`src/rtl/sort_engine.sv`:
```
`default_nettype none
// ============================================================================
// Module   : sort_engine
// Purpose  : In-place bubble sort of an external single-port memory, with
//            start/busy/done handshake, direction/sign options and statistics.
// Revision : 1.0 - initial release
// ============================================================================
module sort_engine #(
  parameter int DATAWIDTH  = 32,
  parameter int ADDRWIDTH  = 8,
  parameter int SIGNED_CMP = 0
) (
  input  logic                 dp_clk,
  input  logic                 dp_rst_n,
  input  logic                 start,
  input  logic [ADDRWIDTH:0]   d_n,
  input  logic                 descend,
  input  logic [DATAWIDTH-1:0] rdata,
  output logic [ADDRWIDTH-1:0] address,
  output logic [DATAWIDTH-1:0] wdata,
  output logic                 mem_we,
  output logic                 busy,
  output logic                 done,
  output logic [ADDRWIDTH:0]   pass_count,
  output logic [DATAWIDTH-1:0] swap_count
);

  localparam int CW = ADDRWIDTH + 1;
  localparam logic [CW-1:0]        c_one      = CW'(1);
  localparam logic [CW-1:0]        c_two      = CW'(2);
  localparam logic [DATAWIDTH-1:0] c_swap_inc = DATAWIDTH'(1);

  typedef enum logic [3:0] {
    S_IDLE = 4'd0,
    S_CHK  = 4'd1,
    S_RD1  = 4'd2,
    S_RD2  = 4'd3,
    S_CMP  = 4'd4,
    S_WR1  = 4'd5,
    S_WR2  = 4'd6,
    S_NEXT = 4'd7,
    S_DONE = 4'd8
  } state_t;

  state_t               r_state;
  state_t               w_next;
  logic [CW-1:0]        r_n;
  logic [CW-1:0]        r_c;
  logic [CW-1:0]        r_d;
  logic                 r_desc;
  logic                 r_swapped;
  logic [DATAWIDTH-1:0] r_t1;
  logic [DATAWIDTH-1:0] r_t2;
  logic [CW-1:0]        r_pass;
  logic [DATAWIDTH-1:0] r_swapc;

  logic [CW-1:0] w_d1;
  logic [CW-1:0] w_limit;
  logic          w_more;
  logic          w_final;
  logic          w_gt;
  logic          w_lt;
  logic          w_swap;

  assign w_d1    = r_d + c_one;
  assign w_limit = r_n - c_one - r_c;
  assign w_more  = (w_d1 < w_limit);
  // A swap-free pass means the array is already ordered.
  assign w_final = !r_swapped || ((r_c + c_one) == (r_n - c_one));
  assign w_swap  = r_desc ? w_lt : w_gt;

  generate
    if (SIGNED_CMP != 0) begin : g_signed_cmp
      assign w_gt = ($signed(r_t1) > $signed(r_t2));
      assign w_lt = ($signed(r_t1) < $signed(r_t2));
    end else begin : g_unsigned_cmp
      assign w_gt = (r_t1 > r_t2);
      assign w_lt = (r_t1 < r_t2);
    end
  endgenerate

  always_ff @(posedge dp_clk or negedge dp_rst_n) begin
    if (!dp_rst_n) r_state <= S_IDLE;
    else           r_state <= w_next;
  end

  always_comb begin
    w_next  = r_state;
    address = '0;
    wdata   = '0;
    mem_we  = 1'b0;
    busy    = (r_state != S_IDLE);
    done    = (r_state == S_DONE);
    case (r_state)
      S_IDLE: if (start) w_next = S_CHK;
      S_CHK:  w_next = (r_n < c_two) ? S_DONE : S_RD1;
      S_RD1: begin
        address = r_d[ADDRWIDTH-1:0];
        w_next  = S_RD2;
      end
      S_RD2: begin
        address = w_d1[ADDRWIDTH-1:0];
        w_next  = S_CMP;
      end
      S_CMP:  w_next = w_swap ? S_WR1 : S_NEXT;
      S_WR1: begin
        address = r_d[ADDRWIDTH-1:0];
        wdata   = r_t2;
        mem_we  = 1'b1;
        w_next  = S_WR2;
      end
      S_WR2: begin
        address = w_d1[ADDRWIDTH-1:0];
        wdata   = r_t1;
        mem_we  = 1'b1;
        w_next  = S_NEXT;
      end
      S_NEXT: w_next = (w_more || !w_final) ? S_RD1 : S_DONE;
      S_DONE: w_next = S_IDLE;
      default: w_next = S_IDLE;
    endcase
  end

  always_ff @(posedge dp_clk or negedge dp_rst_n) begin
    if (!dp_rst_n) begin
      r_n       <= '0;
      r_c       <= '0;
      r_d       <= '0;
      r_desc    <= 1'b0;
      r_swapped <= 1'b0;
      r_t1      <= '0;
      r_t2      <= '0;
      r_pass    <= '0;
      r_swapc   <= '0;
    end else begin
      case (r_state)
        S_IDLE: begin
          if (start) begin
            r_n     <= d_n;
            r_desc  <= descend;
            r_pass  <= '0;
            r_swapc <= '0;
          end
        end
        S_CHK: begin
          r_c       <= '0;
          r_d       <= '0;
          r_swapped <= 1'b0;
        end
        S_RD1: r_t1 <= rdata;
        S_RD2: r_t2 <= rdata;
        S_CMP: begin
          if (w_swap) begin
            r_swapped <= 1'b1;
            if (r_swapc != '1) r_swapc <= r_swapc + c_swap_inc;
          end
        end
        S_NEXT: begin
          if (w_more) begin
            r_d <= w_d1;
          end else begin
            r_pass <= r_pass + c_one;
            if (!w_final) begin
              r_c       <= r_c + c_one;
              r_d       <= '0;
              r_swapped <= 1'b0;
            end
          end
        end
        default: ;
      endcase
    end
  end

  assign pass_count = r_pass;
  assign swap_count = r_swapc;

endmodule
`default_nettype wire

```
`config.mk`:
```
export PLATFORM = sky130hd
export DESIGN_NAME = sort_engine
export DESIGN_NICKNAME = d
export VERILOG_FILES = /design/src/rtl/sort_engine.sv
export SDC_FILE = /design/constraint.sdc
export NUM_CORES = 1
export LEC_CHECK = 0
export ABC_CLOCK_PERIOD_IN_PS = 6670
export CORE_UTILIZATION = 60
export CTS_BUF_LIST = sky130_fd_sc_hd__clkbuf_8
export CTS_CLUSTER_SIZE = 12
export DETAILED_ROUTE_END_ITERATION = 7
export PLACE_DENSITY_LB_ADDON = 0.05
export SETUP_SLACK_MARGIN = 0.15
export SLEW_MARGIN = 25
export SYNTH_ARGS = -nofsm -noshare
export SYNTH_HDL_FRONTEND = slang
export SYNTH_SLANG_ARGS = --single-unit
```
`constraint.sdc`:
```
create_clock -name dp_clk -period 6.67 [get_ports dp_clk]
set_input_delay 1.334 -clock dp_clk [delete_from_list [all_inputs] [get_ports dp_clk]]
set_output_delay 1.334 -clock dp_clk [all_outputs]
set_load 0.05 [all_outputs]
```
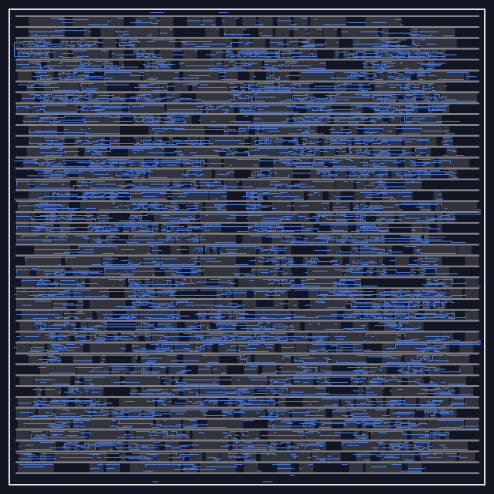
Fig. 1. Signal wires on met1 (run 1).
Scale: 4 px per um. Supply wires on this layer in grey.
The longest straight run is 37.7 um. The wires run mostly horizontal. The layer carries 8710 um of wire. The layer holds 42% of the routed length. 1000 nets have wire on it.
Total Wirelength: 20500 um
Vias: 7075
met1 Use GR: 0.381

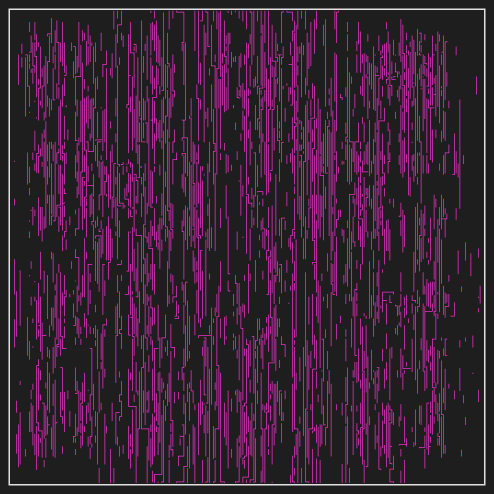
Fig. 2. Metal 2 (run 1).
Scale: 4 px per um.
The longest straight run is 37.9 um. 958 nets have wire on it. The layer carries 10300 um of wire. The wires run mostly vertical. The layer holds 50% of the routed length.
M2 GR Usage: 0.512

==> deck_impl_summary.md, run 1 <==
Synthesis and Place & Route Summary

Place
  – Final HPWL DP: 14500 um
  – Worst slack, placed: 2170 ps

Logic synthesis
  – Simple-Gate Area Share: 0.181
  – Top cells by count: dfrtp_1 (138), nand2_1 (111), o21ai_0 (62)
  – Average cell area after synthesis: 9.32 um2
  – Synth area leaders: dfrtp_1 (42%), ha_1 (8.1%), nand2_1 (5.1%)
  – Yosys aoi share: 0.179
  – YS chip area: 8140 um2
  – Number of cells in Yosys stat: 874
  – Number of flops mapped to enable cells by yosys: 0
  – Synth Seq Share: 0.424

Floorplanning
  – Core area: 13200 um2
  – Initial Utilization: 0.615
  – Die width: 118 um
  – Tapcells: 176

Routing
  – Routed vias/inst: 5.98
  – Metal-1 WL: 8710 um
  – Avg WL per Cell: 17.3 um
  – Initial DRC Count: 537
  – Met2 wire len: 10300 um
  – Highest routed layer: met4

Worst setup path
  – Buf/Inv on CP: 1
  – CP Launch Point: r_state[3]
  – Critical path class: flip-flop to output pin
  – CP Capture Type: output pin
  – Crit. path cell count: 7
  – Top cell by count, worst path: o21ai_0
  – Cell Chain, Critical Path: nand2b_1, nor2_2, nor2_1, o21ai_0, nand2_1, o21ai_0, clkdlybuf4s50_1

Finish
  – Largest class: combinational gates
  – Inverters: 57
  – Non-filler instance count after layout: 1184
  – Clock Buffer Count: 19
  – Non-clk buf share: 0.135
  – # fillers: 994
  – Clock buf/inv share: 0.0407

Hold path
  – Hold_sp: r_d[8]
  – Worst min-delay path category: flip-flop to flip-flop

Clock tree
  – Late-Pin Clk Latency: 460 ps
  – Clock sinks: 138
  – CTS Buf Count: 17
  – CTS tree: done
  – Root Buffer: clkbuf_8
  – Hold_buf cts: 0

Status
  – Status: finished clean

Power
  – Cell area power density: 468 nW/um2
  – Max IR drop VDD: 0.000333 V
  – Leakage Power: 4.32 nW

GRT
  – First-pass GRT wire length: 34100 um
  – Total Routing Usage GR: 0.305
  – Largest net degree at the start of global routing: 80
  – Most Used Layer, Global Route: met2

Timing
  – Slew @ Worst Pin: 1030 ps
  – Max Clk Rate: 213 MHz
  – Clock Skews: 13.1 ps

Job
  – Max Cap Viol: 0
  – Tool Warnings: 26
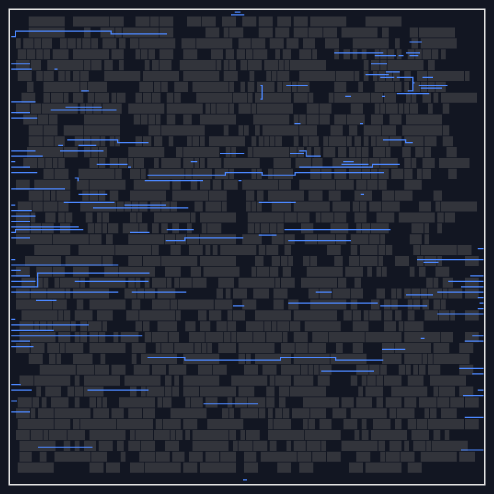
Fig. 3. M3 wires (run 1).
Scale: 4 px per um.
The layer carries 1080 um of wire. 100 nets have wire on it. The longest straight run is 32.4 um.
grt met3 use: 0.0763

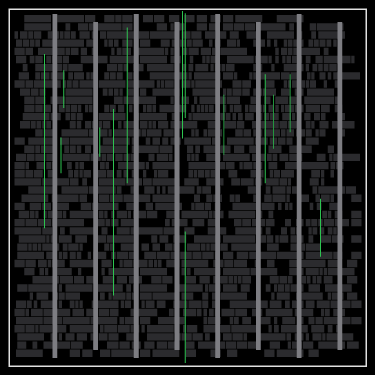
Fig. 4. Met4 routing (run 1).
Scale: 3 px per um. Supply wires on this layer in grey.
The layer holds 2.1% of the routed length. The wires run mostly vertical. 11 nets have wire on it. The layer carries 437 um of wire.

## run 1: registers in the layout, indices dropped and copies added, names as in the netlist, 4 cells and up
| name | count |
|---|---|
| pass_count | 9 |
| r_c | 9 |
| r_d | 9 |
| r_n | 9 |
| r_state | 4 |
| r_t1 | 32 |
| r_t2 | 32 |
| swap_count | 32 |
## run 1: per-stage QoR
step	hold slack, ps	utilization	area (um2)	power (mW)
floorplan	456	-	8140	3.23
global placement	480	0.723	9580	3.88
detailed placement	506	0.723	9580	3.97
CTS	523	0.754	9990	4.68
global route	545	0.754	9990	5.00
finish	522	0.754	9990	4.68
## run 1: report_power, final
group	total [mW]	internal, mW	switching, mW
clock	0.700	0.355	0.345
combinational	2.60	1.01	1.59
sequential	1.38	1.12	0.258
Fig. 5: run 1, track usage over the die
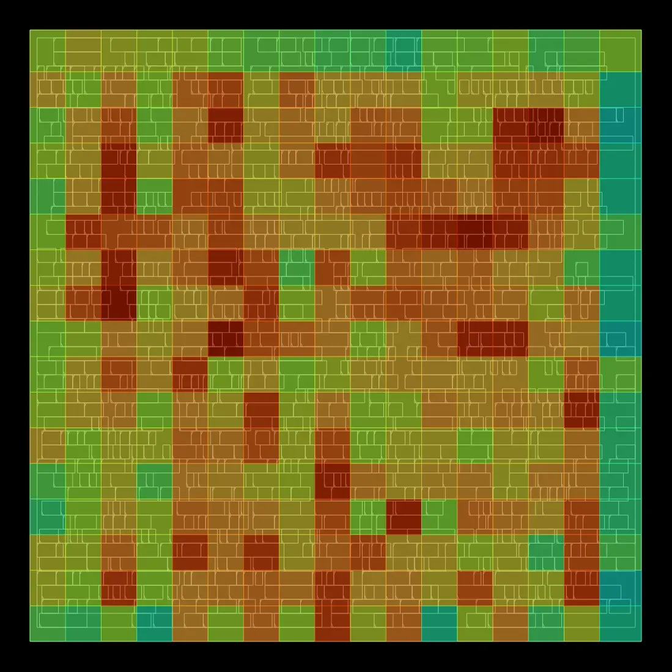

==> inputs of run 2 (changes only) <==
--- a/config.mk
+++ b/config.mk
@@ -5,8 +5,8 @@
 export SDC_FILE = /design/constraint.sdc
 export NUM_CORES = 1
 export LEC_CHECK = 0
-export ABC_CLOCK_PERIOD_IN_PS = 6670
-export CORE_UTILIZATION = 60
+export ABC_CLOCK_PERIOD_IN_PS = 4170
+export CORE_UTILIZATION = 51
 export CTS_BUF_LIST = sky130_fd_sc_hd__clkbuf_8
 export CTS_CLUSTER_SIZE = 12
 export DETAILED_ROUTE_END_ITERATION = 7
==> constraint.sdc (replaced) <==
create_clock -name dp_clk -period 4.17 [get_ports dp_clk]
set_input_delay 0.834 -clock dp_clk [delete_from_list [all_inputs] [get_ports dp_clk]]
set_output_delay 0.834 -clock dp_clk [all_outputs]
set_load 0.05 [all_outputs]
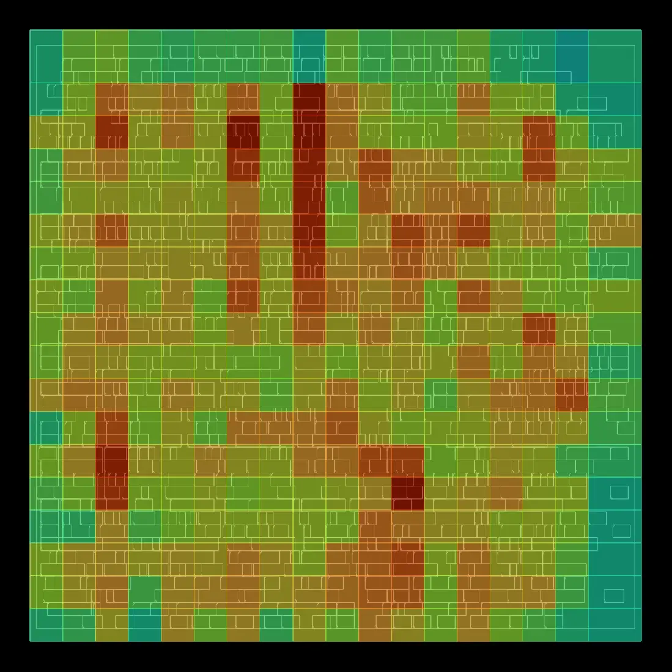
Fig. 6. Track usage over the die (run 2).
Most Used Layer, Global Route: met2
Avg WL per Cell: 16.4 um
M2 GR Usage: 0.401
Final Core Density: 0.666

==> deck_impl_summary.md, run 2 <==
Synthesis and Place & Route Summary

Finish
  – # fillers: 1282 (+29%)
  – Fin area: 10200 um2 (+2.5%)
  – Ant. Diodes: 0
  – Largest class: combinational gates
  – Non-clk buf share: 0.147 (+0.0118)
  – Inverters: 57 (unchanged)
  – Clock buf/inv share: 0.0396 (-0.00113)
  – Sequential share of cell area: 0.337
  – Ratio of cells with drive above 1 in the final layout: 0.0926
  – Non-filler instance count after layout: 1237 (+4.5%)
  – Clock Buffer Count: 19 (unchanged)

Power
  – Clock Power: 1.12 mW (+60%)
  – Comb power frac: 0.565 (+0.009)
  – Power after layout: 7.62 mW (+63%)
  – Int Power: 4.09 mW (+65%)
  – Leakage Power: 4.42 nW (+2.4%)
  – P_comb: 4.31 mW (+66%)
  – Net Sw Frac: 0.463 (-0.00568)
  – Sequential power share: 0.287 (-0.007)
  – Clk pwr share: 0.147 (-0.003)
  – NetSw: 3.53 mW (+61%)
  – Cell area power density: 744 nW/um2 (+59%)

Logic synthesis
  – Number of cells in Yosys stat: 874 (unchanged)
  – Adder Share, Synth: 0.0839
  – Cells after Synth: 874
  – Synth Seq Share: 0.424 (unchanged)
  – Number of flops mapped to enable cells by yosys: 0 (unchanged)
  – Simple-Gate Area Share: 0.181 (unchanged)
  – YS chip area: 8140 um2 (unchanged)
  – Yosys aoi share: 0.179 (unchanged)
  – Average cell area after synthesis: 9.32 um2 (unchanged)
  – Synth area leaders: dfrtp_1 (42%), ha_1 (8.1%), nand2_1 (5.1%)
  – Top cells by count: dfrtp_1 (138), nand2_1 (111), o21ai_0 (62)

Timing
  – Worst setup margin: 294 ps
  – Slew @ Worst Pin: 817 ps (-210 ps)
  – Max Clk Rate: 258 MHz
  – Hold Slack: 442 ps (-80.3 ps)
  – Clock Skews: 11.0 ps (-2.03 ps)

Floorplanning
  – Die width: 128 um (+8.3%)
  – Initial Utilization: 0.530 (-0.0851)
  – IO Count: 129
  – Chip height: 128 um
  – Tapcells: 211 (+20%)

GRT
  – First-pass GRT wire length: 33100 um (-3.0%)
  – Total Routing Usage GR: 0.256 (-0.0493)
  – Largest net degree at the start of global routing: 89 (+11%)

Worst setup path
  – Critical path class: flip-flop to flip-flop
  – CP Launch Point: r_n[1]
  – CP Capture Type: flip-flop

Clock tree
  – Hold_buf cts: 0 (unchanged)
  – Root Buffer: clkbuf_8
  – Late-Pin Clk Latency: 450 ps (about the same)
  – CTS Buf Count: 17 (unchanged)
  – Clock sinks: 138 (unchanged)
  – Resized Gates After CTS: 1
  – CTS Buffer Depth: 2

Routing
  – Routed vias/inst: 5.63 (-5.7%)
  – Initial DRC Count: 420 (-22%)

Job
  – Max Cap Viol: 0 (unchanged)
  – Tool Warnings: 27 (+3.8%)

Status
  – Status: finished clean

Place
  – Placed cell area: 9720 um2 (+1.5%)
  – Final HPWL DP: 14100 um (-2.6%)
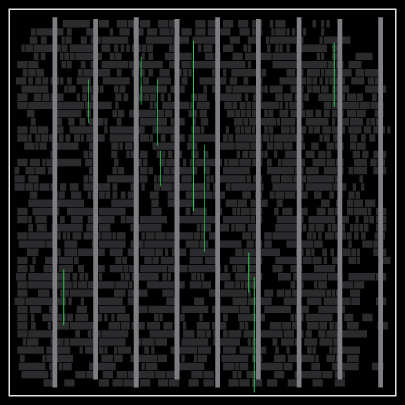
Fig. 7. Met4 routing (run 2).
Scale: 3 px per um. Supply wires on this layer in grey.
The layer carries 246 um of wire. 6 nets have wire on it. The layer holds 1.2% of the routed length. The longest straight run is 56.4 um.
Vias: 6969
Total Wirelength: 20200 um

run 2: logic make-up after synthesis:
| logic type | count (synthesis) |
|---|---|
| xor+xnor | 36 |
| buf+inv | 91 |
| compound gates | 227 |
| simple gates | 292 |
| flops | 138 |
| fa+ha+maj | 54 |
| mux | 36 |
run 2: worst max-delay path: stages (launching register included):
cell and delay, ps:
dfrtp_1 420, or4_1 560, nand2_1 130, ha_1 230, inv_1 80, o21bai_1 110, a21o_1 190, a21o_1 190
a21o_1 200, a21oi_2 160, xnor2_1 80, ha_1 320, a21o_2 230, a31oi_4 220, nor2_4 100, buf_4 160
a21oi_4 210, a21oi_1 60, o21bai_1 150
run 2: metal layers:
metal,wire [um],GRT usage,share of wire
met1,9660,0.362,0.48
met2,9420,0.401,0.47
met3,900,0.0528,0.044
met4,245,0.0685,0.012
met5,0,0,0
Fig. 8: run 2, signal wires on met1
Scale: 4 px per um. Supply wires on this layer in grey.
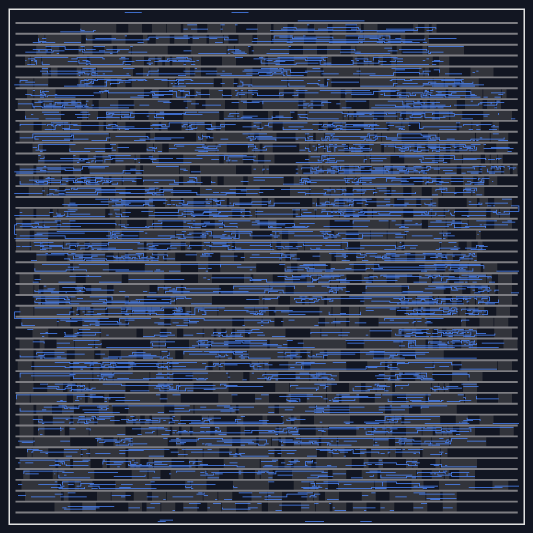

==> inputs of run 3 (changes only) <==
--- a/config.mk
+++ b/config.mk
@@ -10,7 +10,7 @@
 export CTS_BUF_LIST = sky130_fd_sc_hd__clkbuf_8
 export CTS_CLUSTER_SIZE = 12
 export DETAILED_ROUTE_END_ITERATION = 7
-export PLACE_DENSITY_LB_ADDON = 0.05
+export PLACE_DENSITY = 0.81
 export SETUP_SLACK_MARGIN = 0.15
 export SLEW_MARGIN = 25
 export SYNTH_ARGS = -nofsm -noshare
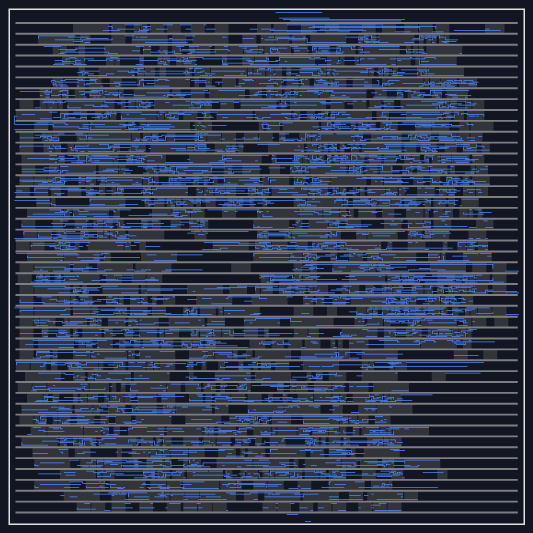
Fig. 9. Signal wires on met1 (run 3).
Scale: 4 px per um. Supply wires on this layer in grey.
1015 nets have wire on it. The layer holds 45% of the routed length.
Vias: 7132
met1 Use GR: 0.356

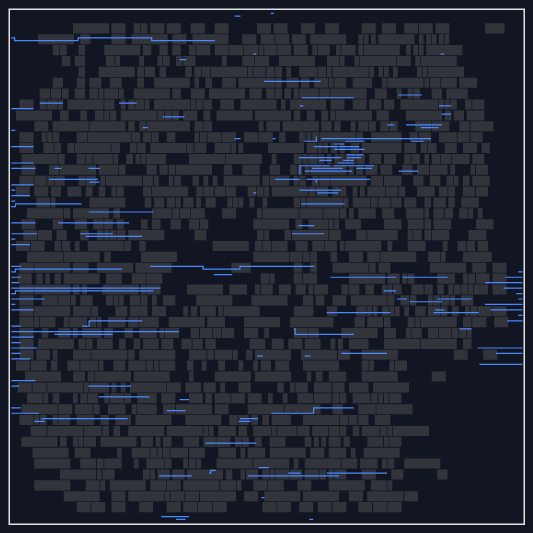
Fig. 10. M3 wires (run 3).
Scale: 4 px per um.
114 nets have wire on it. The wires run mostly horizontal. The layer carries 1070 um of wire. The layer holds 5.2% of the routed length. The longest straight run is 41.6 um.
Total Wirelength: 20700 um
grt met3 use: 0.0466

==> deck_impl_summary.md, run 3 <==
Synthesis and Place & Route Summary

Logic synthesis
  – Yosys aoi share: 0.179 (unchanged)
  – Synth Seq Share: 0.424 (unchanged)
  – Adder Share, Synth: 0.0839 (unchanged)
  – Top cell type by total area after synthesis: dfrtp_1
  – Average cell area after synthesis: 9.32 um2 (unchanged)
  – Simple-Gate Area Share: 0.181 (unchanged)
  – Top cells by count: dfrtp_1 (138), nand2_1 (111), o21ai_0 (62)
  – Synth area leaders: dfrtp_1 (42%), ha_1 (8.1%), nand2_1 (5.1%)
  – Cells after Synth: 874 (unchanged)
  – YS chip area: 8140 um2 (unchanged)
  – Number of flops mapped to enable cells by yosys: 0 (unchanged)
  – Number of cells in Yosys stat: 874 (unchanged)

Job
  – Max Cap Viol: 0 (unchanged)
  – Tool Warnings: 28 (+3.7%)

Routing
  – Initial DRC Count: 437 (+4.0%)
  – Met3 wire len: 1070 um (+18%)
  – Routed vias/inst: 5.79 (+2.8%)
  – Metal-1 WL: 9270 um (-4.1%)
  – Avg WL per Cell: 16.8 um (+2.7%)
  – Met2 wire len: 9900 um (+5.1%)

Power
  – Power after layout: 7.65 mW (+0.44%)
  – Cell area power density: 751 nW/um2 (+0.99%)
  – Net Sw Frac: 0.461 (-0.00175)
  – NetSw: 3.53 mW (about the same)
  – Sequential power share: 0.288 (about the same)
  – P_comb: 4.31 mW (about the same)
  – Int Power: 4.12 mW (+0.77%)
  – Clk pwr share: 0.150 (+0.003)
  – Leakage Power: 4.38 nW (-0.86%)
  – Comb power frac: 0.563 (-0.002)

Timing
  – Clock Skews: 12.1 ps (+1.08 ps)
  – Hold Slack: 474 ps (+32.3 ps)
  – Slew @ Worst Pin: 957 ps (+140 ps)
  – Max Clk Rate: 258 MHz (+0.20%)
  – Worst setup margin: 301 ps (+7.64 ps)

GRT
  – First-pass GRT wire length: 34100 um (+3.0%)
  – M2 GR Usage: 0.428 (+0.0273)
  – Total Routing Usage GR: 0.263 (+0.00713)
  – Most Used Layer, Global Route: met2

Worst setup path
  – Buf/Inv on CP: 1 (-1)
  – Crit-path leading delay family: simple AND/OR/NAND/NOR gates
  – Slowest cell delay on critical path: 560 ps (about the same)
  – Critical path class: flip-flop to flip-flop
  – CP Launch Type: flip-flop
  – Crit path max-delay cell type: or4_4
  – CP Capture Type: flip-flop

Finish
  – Final Core Density: 0.663 (-0.00366)
  – Commonest non-fill, non-tap cell in the layout: dfrtp_1
  – Fin area: 10200 um2 (-0.55%)
  – Non-filler instance count after layout: 1231 (-0.49%)
  – Ant. Diodes: 0 (unchanged)

Place
  – Final HPWL DP: 14500 um (+2.4%)
  – Placed cell area: 9690 um2 (-0.33%)

Floorplanning
  – Chip height: 128 um (unchanged)
  – IO Count: 129 (unchanged)
  – Initial Utilization: 0.530 (unchanged)
  – Die width: 128 um (unchanged)

Clock tree
  – CTS Buffer Depth: 2 (unchanged)
  – Root Buffer: clkbuf_8
  – Late-Pin Clk Latency: 450 ps (about the same)
  – Resized Gates After CTS: 1 (unchanged)
  – Clock sinks: 138 (unchanged)
  – Hold_buf cts: 0 (unchanged)

Status
  – Status: finished clean
-- run 3: cell counts after synthesis --
No cell type changed its count.
-- run 3: cell type report --
cell class,instances,area [um2],share of cell area
clock buffer,19,262,0.0257
tap,211,264,0.0259
sequential,138,3450,0.339
multi-input combinational,646,4410,0.433
clock inverter,13,151,0.0149
inverter,57,214,0.0210
timing repair buffer,147,1440,0.141
-- run 3: how the worst max path moves through the flow --
stage	start	to	depth (start not counted)
2_1_floorplan	r_n[1]	pass_count[6]	18
3_3_place_gp	r_n[1]	r_c[8]	18
3_5_place_dp	r_n[0]	r_c[5]	19
4_1_cts	r_n[0]	r_c[5]	19
5_1_grt	r_n[1]	pass_count[5]	18
6_report	r_n[1]	pass_count[5]	16
No activity file was given, so power comes from the tool's default toggle rates.
